[src/rtl/dmem_arb_pkg.sv]
// Shared constants and types for the data-memory arbiter and its read-tag pipe.
package dmem_arb_pkg;

  localparam logic [0:0] ST_IDLE   = 1'b0;
  localparam logic [0:0] ST_LOCKED = 1'b1;

  localparam logic PORT_M0 = 1'b0;
  localparam logic PORT_M1 = 1'b1;

  localparam int RD_LAT_MIN = 1;
  localparam int RD_LAT_MAX = 4;

  typedef struct packed {
    logic valid;
    logic id;
  } rd_tag_t;

endpackage

[src/rtl/arb_rd_tag_pipe.sv]
// Shift pipe of {valid, id} tags that follows the memory read latency,
// so returning read data can be steered to the requester that issued it.
module arb_rd_tag_pipe
  import dmem_arb_pkg::*;
#(
  parameter int DEPTH = 1
) (
  input  logic    CLK,
  input  logic    RST,
  input  rd_tag_t tag_in,
  output rd_tag_t tag_out
);

  rd_tag_t stage_q [DEPTH];

  always_ff @(posedge CLK or negedge RST) begin
    if (!RST) begin
      for (int i = 0; i < DEPTH; i++) begin
        stage_q[i] <= '0;
      end
    end else begin
      stage_q[0] <= tag_in;
      for (int i = 1; i < DEPTH; i++) begin
        stage_q[i] <= stage_q[i-1];
      end
    end
  end

  assign tag_out = stage_q[DEPTH-1];

endmodule

[src/rtl/dmem_arbiter.sv]
// Shares the single-port data memory between the core (M0) and a loader/DMA port (M1).
// Round-robin by default; define ARB_FIXED_PRIO_M0_EN to make M0 win every IDLE conflict.
module dmem_arbiter
  import dmem_arb_pkg::*;
#(
  parameter int AW     = 32,
  parameter int DW     = 32,
  parameter int RD_LAT = 1
) (
  input  logic          CLK,
  input  logic          RST,
  input  logic          m0_req,
  input  logic          m0_we,
  input  logic          m0_lock,
  input  logic [AW-1:0] m0_addr,
  input  logic [DW-1:0] m0_wdata,
  output logic          m0_gnt,
  output logic          m0_rvalid,
  output logic [DW-1:0] m0_rdata,
  input  logic          m1_req,
  input  logic          m1_we,
  input  logic          m1_lock,
  input  logic [AW-1:0] m1_addr,
  input  logic [DW-1:0] m1_wdata,
  output logic          m1_gnt,
  output logic          m1_rvalid,
  output logic [DW-1:0] m1_rdata,
  output logic          mem_we,
  output logic [AW-1:0] mem_addr,
  output logic [DW-1:0] mem_wdata,
  input  logic [DW-1:0] mem_rdata
);

  generate
    if (RD_LAT < RD_LAT_MIN || RD_LAT > RD_LAT_MAX) begin : g_bad_rd_lat
      $error("dmem_arbiter: RD_LAT=%0d is outside %0d..%0d", RD_LAT, RD_LAT_MIN, RD_LAT_MAX);
    end
  endgenerate

  logic [0:0] state_q;
  logic [0:0] state_d;
  logic       owner_q;
  logic       owner_d;
  logic       req0;
  logic       req1;
  logic       pref;
  logic       win;
  logic       win_lock;
  logic       own_req;
  logic       own_lock;
  logic       gnt0;
  logic       gnt1;
  rd_tag_t    push_tag;
  rd_tag_t    ret_tag;

  // Masking requests with reset keeps every output low while reset is held.
  assign req0 = m0_req & RST;
  assign req1 = m1_req & RST;

`ifdef ARB_FIXED_PRIO_M0_EN
  assign pref = PORT_M0;
`else
  logic rr_ptr;

  always_ff @(posedge CLK or negedge RST) begin
    if (!RST) begin
      rr_ptr <= PORT_M0;
    end else if (state_q == ST_IDLE && req0 && req1) begin
      rr_ptr <= ~rr_ptr;
    end
  end

  assign pref = rr_ptr;
`endif

  always_comb begin
    gnt0     = 1'b0;
    gnt1     = 1'b0;
    state_d  = state_q;
    owner_d  = owner_q;
    win      = PORT_M0;
    win_lock = 1'b0;
    own_req  = 1'b0;
    own_lock = 1'b0;
    case (state_q)
      ST_IDLE: begin
        if (req0 && req1) begin
          win = pref;
        end else begin
          win = req1 ? PORT_M1 : PORT_M0;
        end
        win_lock = (win == PORT_M1) ? m1_lock : m0_lock;
        gnt0     = req0 && (win == PORT_M0);
        gnt1     = req1 && (win == PORT_M1);
        if ((gnt0 || gnt1) && win_lock) begin
          state_d = ST_LOCKED;
          owner_d = win;
        end
      end
      ST_LOCKED: begin
        // The owner's lock is honoured even without a request, idling the memory.
        own_req  = (owner_q == PORT_M1) ? req1 : req0;
        own_lock = (owner_q == PORT_M1) ? m1_lock : m0_lock;
        gnt0     = own_req && (owner_q == PORT_M0);
        gnt1     = own_req && (owner_q == PORT_M1);
        if (!own_lock) begin
          state_d = ST_IDLE;
        end
      end
      default: begin
        state_d = ST_IDLE;
      end
    endcase
  end

  always_ff @(posedge CLK or negedge RST) begin
    if (!RST) begin
      state_q <= ST_IDLE;
      owner_q <= PORT_M0;
    end else begin
      state_q <= state_d;
      owner_q <= owner_d;
    end
  end

  assign m0_gnt = gnt0;
  assign m1_gnt = gnt1;

  assign mem_we    = (gnt0 & m0_we) | (gnt1 & m1_we);
  assign mem_addr  = gnt0 ? m0_addr  : (gnt1 ? m1_addr  : '0);
  assign mem_wdata = gnt0 ? m0_wdata : (gnt1 ? m1_wdata : '0);

  assign push_tag.valid = (gnt0 & ~m0_we) | (gnt1 & ~m1_we);
  assign push_tag.id    = gnt1 ? PORT_M1 : PORT_M0;

  arb_rd_tag_pipe #(
    .DEPTH(RD_LAT)
  ) u_rd_tag_pipe (
    .CLK     (CLK),
    .RST     (RST),
    .tag_in  (push_tag),
    .tag_out (ret_tag)
  );

  assign m0_rvalid = ret_tag.valid && (ret_tag.id == PORT_M0);
  assign m1_rvalid = ret_tag.valid && (ret_tag.id == PORT_M1);
  assign m0_rdata  = m0_rvalid ? mem_rdata : '0;
  assign m1_rdata  = m1_rvalid ? mem_rdata : '0;

endmodule

[config.mk]
export PLATFORM = sky130hd
export DESIGN_NAME = dmem_arbiter
export DESIGN_NICKNAME = d
export VERILOG_FILES = /design/src/rtl/dmem_arb_pkg.sv /design/src/rtl/arb_rd_tag_pipe.sv /design/src/rtl/dmem_arbiter.sv
export SDC_FILE = /design/constraint.sdc
export NUM_CORES = 1
export LEC_CHECK = 0
export CORE_AREA = 3 3 115 117
export DETAILED_ROUTE_END_ITERATION = 16
export DIE_AREA = 0 0 118 120
export GPL_ROUTABILITY_DRIVEN = 0
export GPL_TIMING_DRIVEN = 0
export PLACE_DENSITY = 0.52
export SLEW_MARGIN = 15
export SYNTH_ARGS = -nofsm -noshare
export SYNTH_HDL_FRONTEND = slang
export SYNTH_SLANG_ARGS = --single-unit
[constraint.sdc]
create_clock -name CLK -period 2.5 [get_ports CLK]
set_input_delay 0.625 -clock CLK [delete_from_list [all_inputs] [get_ports CLK]]
set_output_delay 0.625 -clock CLK [all_outputs]
set_load 0.1 [all_outputs]
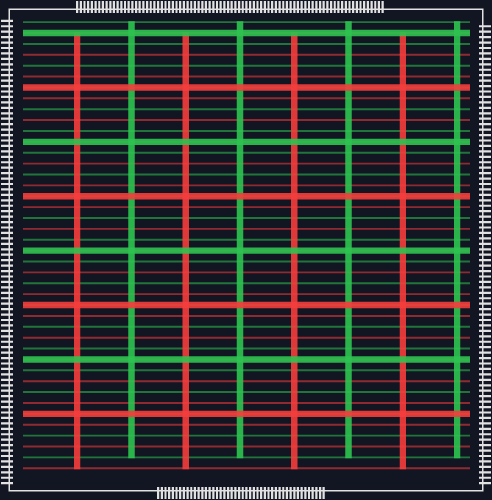
Run 1: PDN straps and rails
Scale: 4 px per micron. Pins as bars on the die edge.
Key: green = VDD; red = VSS
8 straps on met5. 301 signal pins sit on the boundary.

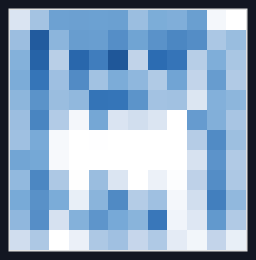
Run 1: local utilization
Scale: 2 px per micron. The die is cut into 12 by 12 equal tiles; white is low, dark blue is high, 0 to 100% covered.
The mean over all tiles is 37%. The emptiest ninth of the die: centre. The fullest tile reaches 84%. 13% of the tiles are nearly empty. 3.5% of the tiles are over 75% full.

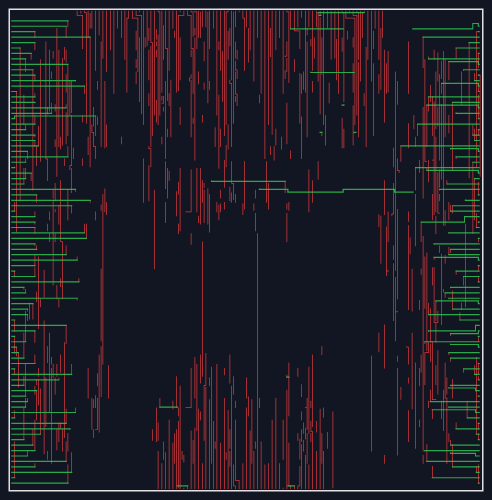
Run 1: signal wires by layer
Scale: 4 px per micron. Two of the layers only.
Key: red = met2 [wire length 5660 microns]; green = met3 [wire length 1320 microns]

==> out/metrics.yaml, run 1 <==
drive_above_1_share_pct: 50.1
top_area_cell: "a22o_1"
final_util_pct: 43.5
clock_buffers: 4
flop_cell: "dfrtp_1"
grt_max_degree: 12
p_leak_nw: 2.47
wl_per_cell_microns: 16.1
pwr-share-clk_pct: 8.0
dr_wl_met3_microns: 1320
met1_length_microns: 3590
dp_hpwl_microns: 9000
comb_area_sq_um: 1410
ys_cells: 178
p_int_mw: 1.33
synth_nets: 346
io_buffers: 300
r2r_cells: 6
edf_count: 0
fin_crit_sh_pct: 98.1
grt_pass1_vias: 2974
netlist_area_sq_um: 1360
fin_ws_ns: 0.0469
top_cells_by_count: "66 x a22o_1, 34 x and2_1, 33 x and3_1"
via_per_inst: 4.14
clkTransAtPathRegs_ns: 0.03
clock_path_buffers: 2
switching_power_mw: 1.95
cp-endpoint: "m1_rdata[3]"
mux_share_pct: 0.828
syn-instance-count: 178
crit_slowest_cell: "clkdlybuf4s18_2"
simple_gate_share_pct: 34.4
status: "complete, no violations"
crit_chain: "clkdlybuf4s50_1 -> and3_1 -> clkdlybuf4s18_2"
std_cell_rows: 41
adder_share_pct: 0
logic_gate_count: 148
start_kind: "input port"
fin_nets: 662
Run 1, routing congestion:
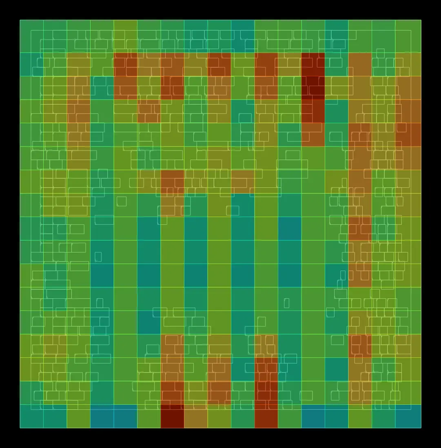

==> run 2: changes to the inputs <==
--- a/config.mk
+++ b/config.mk
@@ -5,12 +5,14 @@
 export SDC_FILE = /design/constraint.sdc
 export NUM_CORES = 1
 export LEC_CHECK = 0
+export ABC_CLOCK_PERIOD_IN_PS = 2500
 export CORE_AREA = 3 3 115 117
 export DETAILED_ROUTE_END_ITERATION = 16
 export DIE_AREA = 0 0 118 120
 export GPL_ROUTABILITY_DRIVEN = 0
 export GPL_TIMING_DRIVEN = 0
 export PLACE_DENSITY = 0.52
+export RECOVER_POWER = 25
 export SLEW_MARGIN = 15
 export SYNTH_ARGS = -nofsm -noshare
 export SYNTH_HDL_FRONTEND = slang
==> constraint.sdc (replaced) <==
create_clock -name CLK -period 2.5 [get_ports CLK]
set_input_delay 0.625 -clock CLK [delete_from_list [all_inputs] [get_ports CLK]]
set_output_delay 0.625 -clock CLK [all_outputs]
set_load 0.01 [all_outputs]
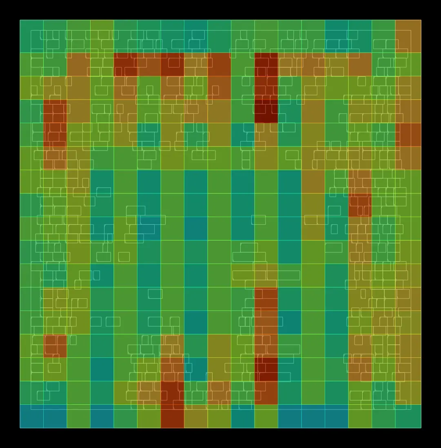
Run 2: routing congestion
gr busiest metal: met2
met2 Use GR: 29.5%

==> out/metrics.yaml, run 2 <==
status: "complete, no violations"
top_cells_by_count: "66 x a22o_1, 34 x and2_1, 33 x and3_1"
switching_power_mw: 0.549
grt_pass1_vias: 2935
mux_share_pct: 0.828
yosys-stat-area_sq_um: 1360
ys_cells: 178
edf_count: 0
post-route-drc-count: 0
powerDensity_nw_per_um2: 335
clock_path_buffers: 2
std_cell_rows: 41
peakVddDrop_mv: 0.155
flop_cell: "dfrtp_1"
synth_seq_share_pct: 9.20
r2r_slack_ns: 0.79
top_logic_kind: "AND-OR/OR-AND gates"
grt_max_degree: 12
die_h_microns: 120
postRouteAntennaNets: 0
fp_util_pct: 10.9
hold_viol: 0
hold_class: "input port to asynchronous set/reset pin"
dr_wl_met3_microns: 1040
crit_slowest_cell: "a221oi_4"
path_max_fanout: 7
initialDrtViolationCount: 93
syn-instance-count: 178
pg_seq_mw: 0.142
slew_headroom_pct: 77.3
crit_chain: "buf_8 -> nor2b_4 -> a221oi_4 -> buf_6 -> buf_12 -> buf_12 -> buf_8 -> a22o_1 -> buf_2"
wl_per_cell_microns: 16.3
simple_gate_share_pct: 34.4
p_leak_nw: 2.16
met1_length_microns: 3660
fp.dieW_microns: 118
p_int_mw: 1.02
fin_ws_ns: 0.0262
cts_tree: "built"
synth_nets: 346
fill_cells: 1348
io_buffers: 300
r2r_cells: 8
via_per_inst: 4.05
pwr-share-clk_pct: 16.4
adder_share_pct: 0
start_kind: "input port"
ys_sh_xor_pct: 0.644
drv_cap: 0
fin_nets: 669
cp-endpoint: "mem_addr[29]"
grt_usage_pct: 14.1
drive_above_1_share_pct: 23.2
areaGrowthSynthToFinish_pct: 245
comb_area_sq_um: 1140
ys_types: 20
rsz0062_at_grt: "yes"
num-nonclk-buffers: 341
dp_hpwl_microns: 9450
fin_crit_sh_pct: 99.0
clkTransAtPathRegs_ns: 0.03
buffer_area_share_pct: 66.4
top_area_cell: "a22o_1"
logic_gate_count: 148
netlist_area_sq_um: 1360
final_util_pct: 37.6
power_mw: 1.57
syn_area_per_cell_sq_um: 7.64
clock_buffers: 4
cts.sinks: 5
Run 2, local utilization:
Scale: 2 px per micron. The die is cut into 12 by 12 equal tiles; white is low, dark blue is high, 0 to 100% covered.
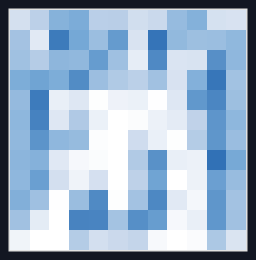

==> run 3: changes to the inputs <==
--- a/config.mk
+++ b/config.mk
@@ -7,6 +7,7 @@
 export LEC_CHECK = 0
 export ABC_CLOCK_PERIOD_IN_PS = 2500
 export CORE_AREA = 3 3 115 117
+export CTS_BUF_LIST = sky130_fd_sc_hd__clkbuf_4
 export DETAILED_ROUTE_END_ITERATION = 16
 export DIE_AREA = 0 0 118 120
 export GPL_ROUTABILITY_DRIVEN = 0
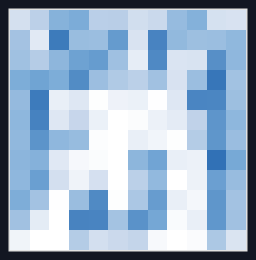
Run 3: local utilization
Scale: 2 px per micron. The die is cut into 12 by 12 equal tiles; white is low, dark blue is high, 0 to 100% covered.
The mean over all tiles is 31%. The densest ninth of the die: upper left. The fullest tile reaches 74%.
effective utilization at floorplan: 10.9%
post-layout util: 37.2%
Core Box Area: 12500 sq um

==> out/metrics.yaml, run 3 <==
clock_path_buffers: 2
fin_ws_ns: 0.0254
peakVddDrop_mv: 0.0994
crit_slowest_cell: "a221oi_4"
cp-endpoint: "mem_addr[1]"
post-route-drc-count: 0
n_antenna_cell: 0
die_h_microns: 120
r2r_cells: 7
grt_max_degree: 12
status: "complete, no violations"
nNonClkInverters: 2
mux_share_pct: 0.828
logic_gate_count: 148
std_cell_rows: 41
hold_class: "input port to asynchronous set/reset pin"
slew_headroom_pct: 77.3
cp_num_cells: 9
top_area_cell: "a22o_1"
cts_resized: 306
fill_cells: 1348
syn_area_per_cell_sq_um: 7.64
via_per_inst: 4.07
hold_viol: 0
synth_seq_share_pct: 9.20
postRouteAntennaNets: 0
crit_buf_inv: 6
io_buffers: 300
cts_hold_buf: 0
ys_sh_xor_pct: 0.644
grt_usage_pct: 14.0
dp_hpwl_microns: 9450
powerDensity_nw_per_um2: 307
adder_share_pct: 0
top_logic_kind: "AND-OR/OR-AND gates"
grt_overflow: 0
syn-instance-count: 178
initialDrtViolationCount: 83
flop_cell: "dfrtp_1"
fp.dieW_microns: 118
simple_gate_share_pct: 34.4
r2r_slack_ns: 0.89
areaGrowthSynthToFinish_pct: 241
switching_power_mw: 0.537
fin_crit_sh_pct: 99.0
maxPowerGroup: "combinational logic"
cts_tree: "built"
comb_area_share_pct: 24.7
edf_count: 0
met1_length_microns: 3650
start_kind: "input port"
clkTransAtPathRegs_ns: 0.04
crit_chain: "buf_8 -> nor2b_4 -> a221oi_4 -> buf_6 -> buf_12 -> buf_12 -> buf_8 -> a22o_1 -> buf_6"
wl_per_cell_microns: 16.2
rsz0062_at_grt: "yes"
cts_root_buf: "clkbuf_4"
clock_buffers: 4
p_leak_nw: 2.14
dr_wl_met3_microns: 1050
power_mw: 1.42
pwr-share-clk_pct: 7.4
busiest_layer: "met2"
ys_cells: 178
clk_latency_ns: 0.24
top_cells_by_count: "66 x a22o_1, 34 x and2_1, 33 x and3_1"
grt_pass1_vias: 2920
buffer_area_share_pct: 67.1
netlist_area_sq_um: 1360
synth_nets: 346
drv_cap: 0
p_int_mw: 0.886
met2_usage_pct: 29.3
cts.sinks: 5
yosys_warnings: 0
warnings: 28
comb_area_sq_um: 1140

==> gallery <==
Clock network drawn from the DEF.
Scale: 4 px per micron.
shot_01.png
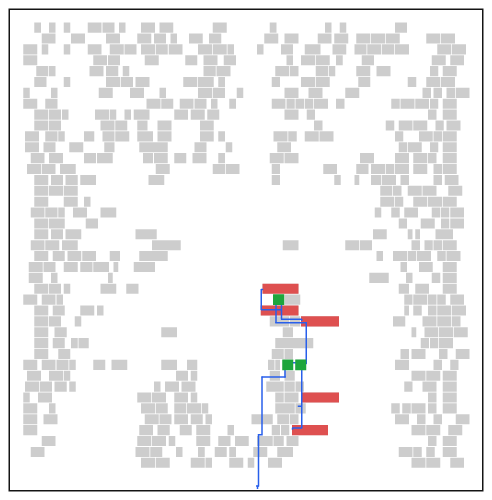
shot_02.png
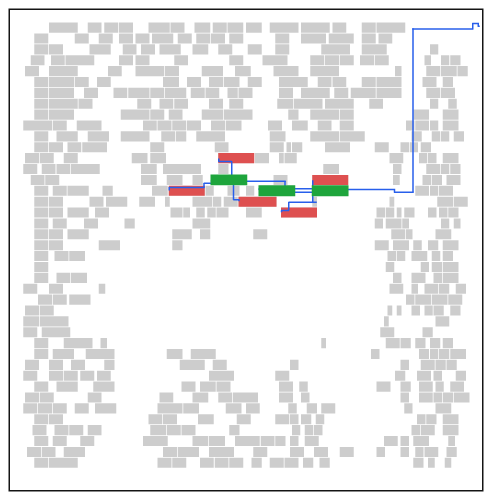
run 1 -> shot_02.png
run 3 -> shot_01.png

Key to shot_01.png:
Key: blue = clock wires [length 105 microns]; red = flip-flops [count 5]; green = cells driving clock nets [count 3]
There are 4 routed clock nets.

No activity file was given, so power comes from the tool's default toggle rates.
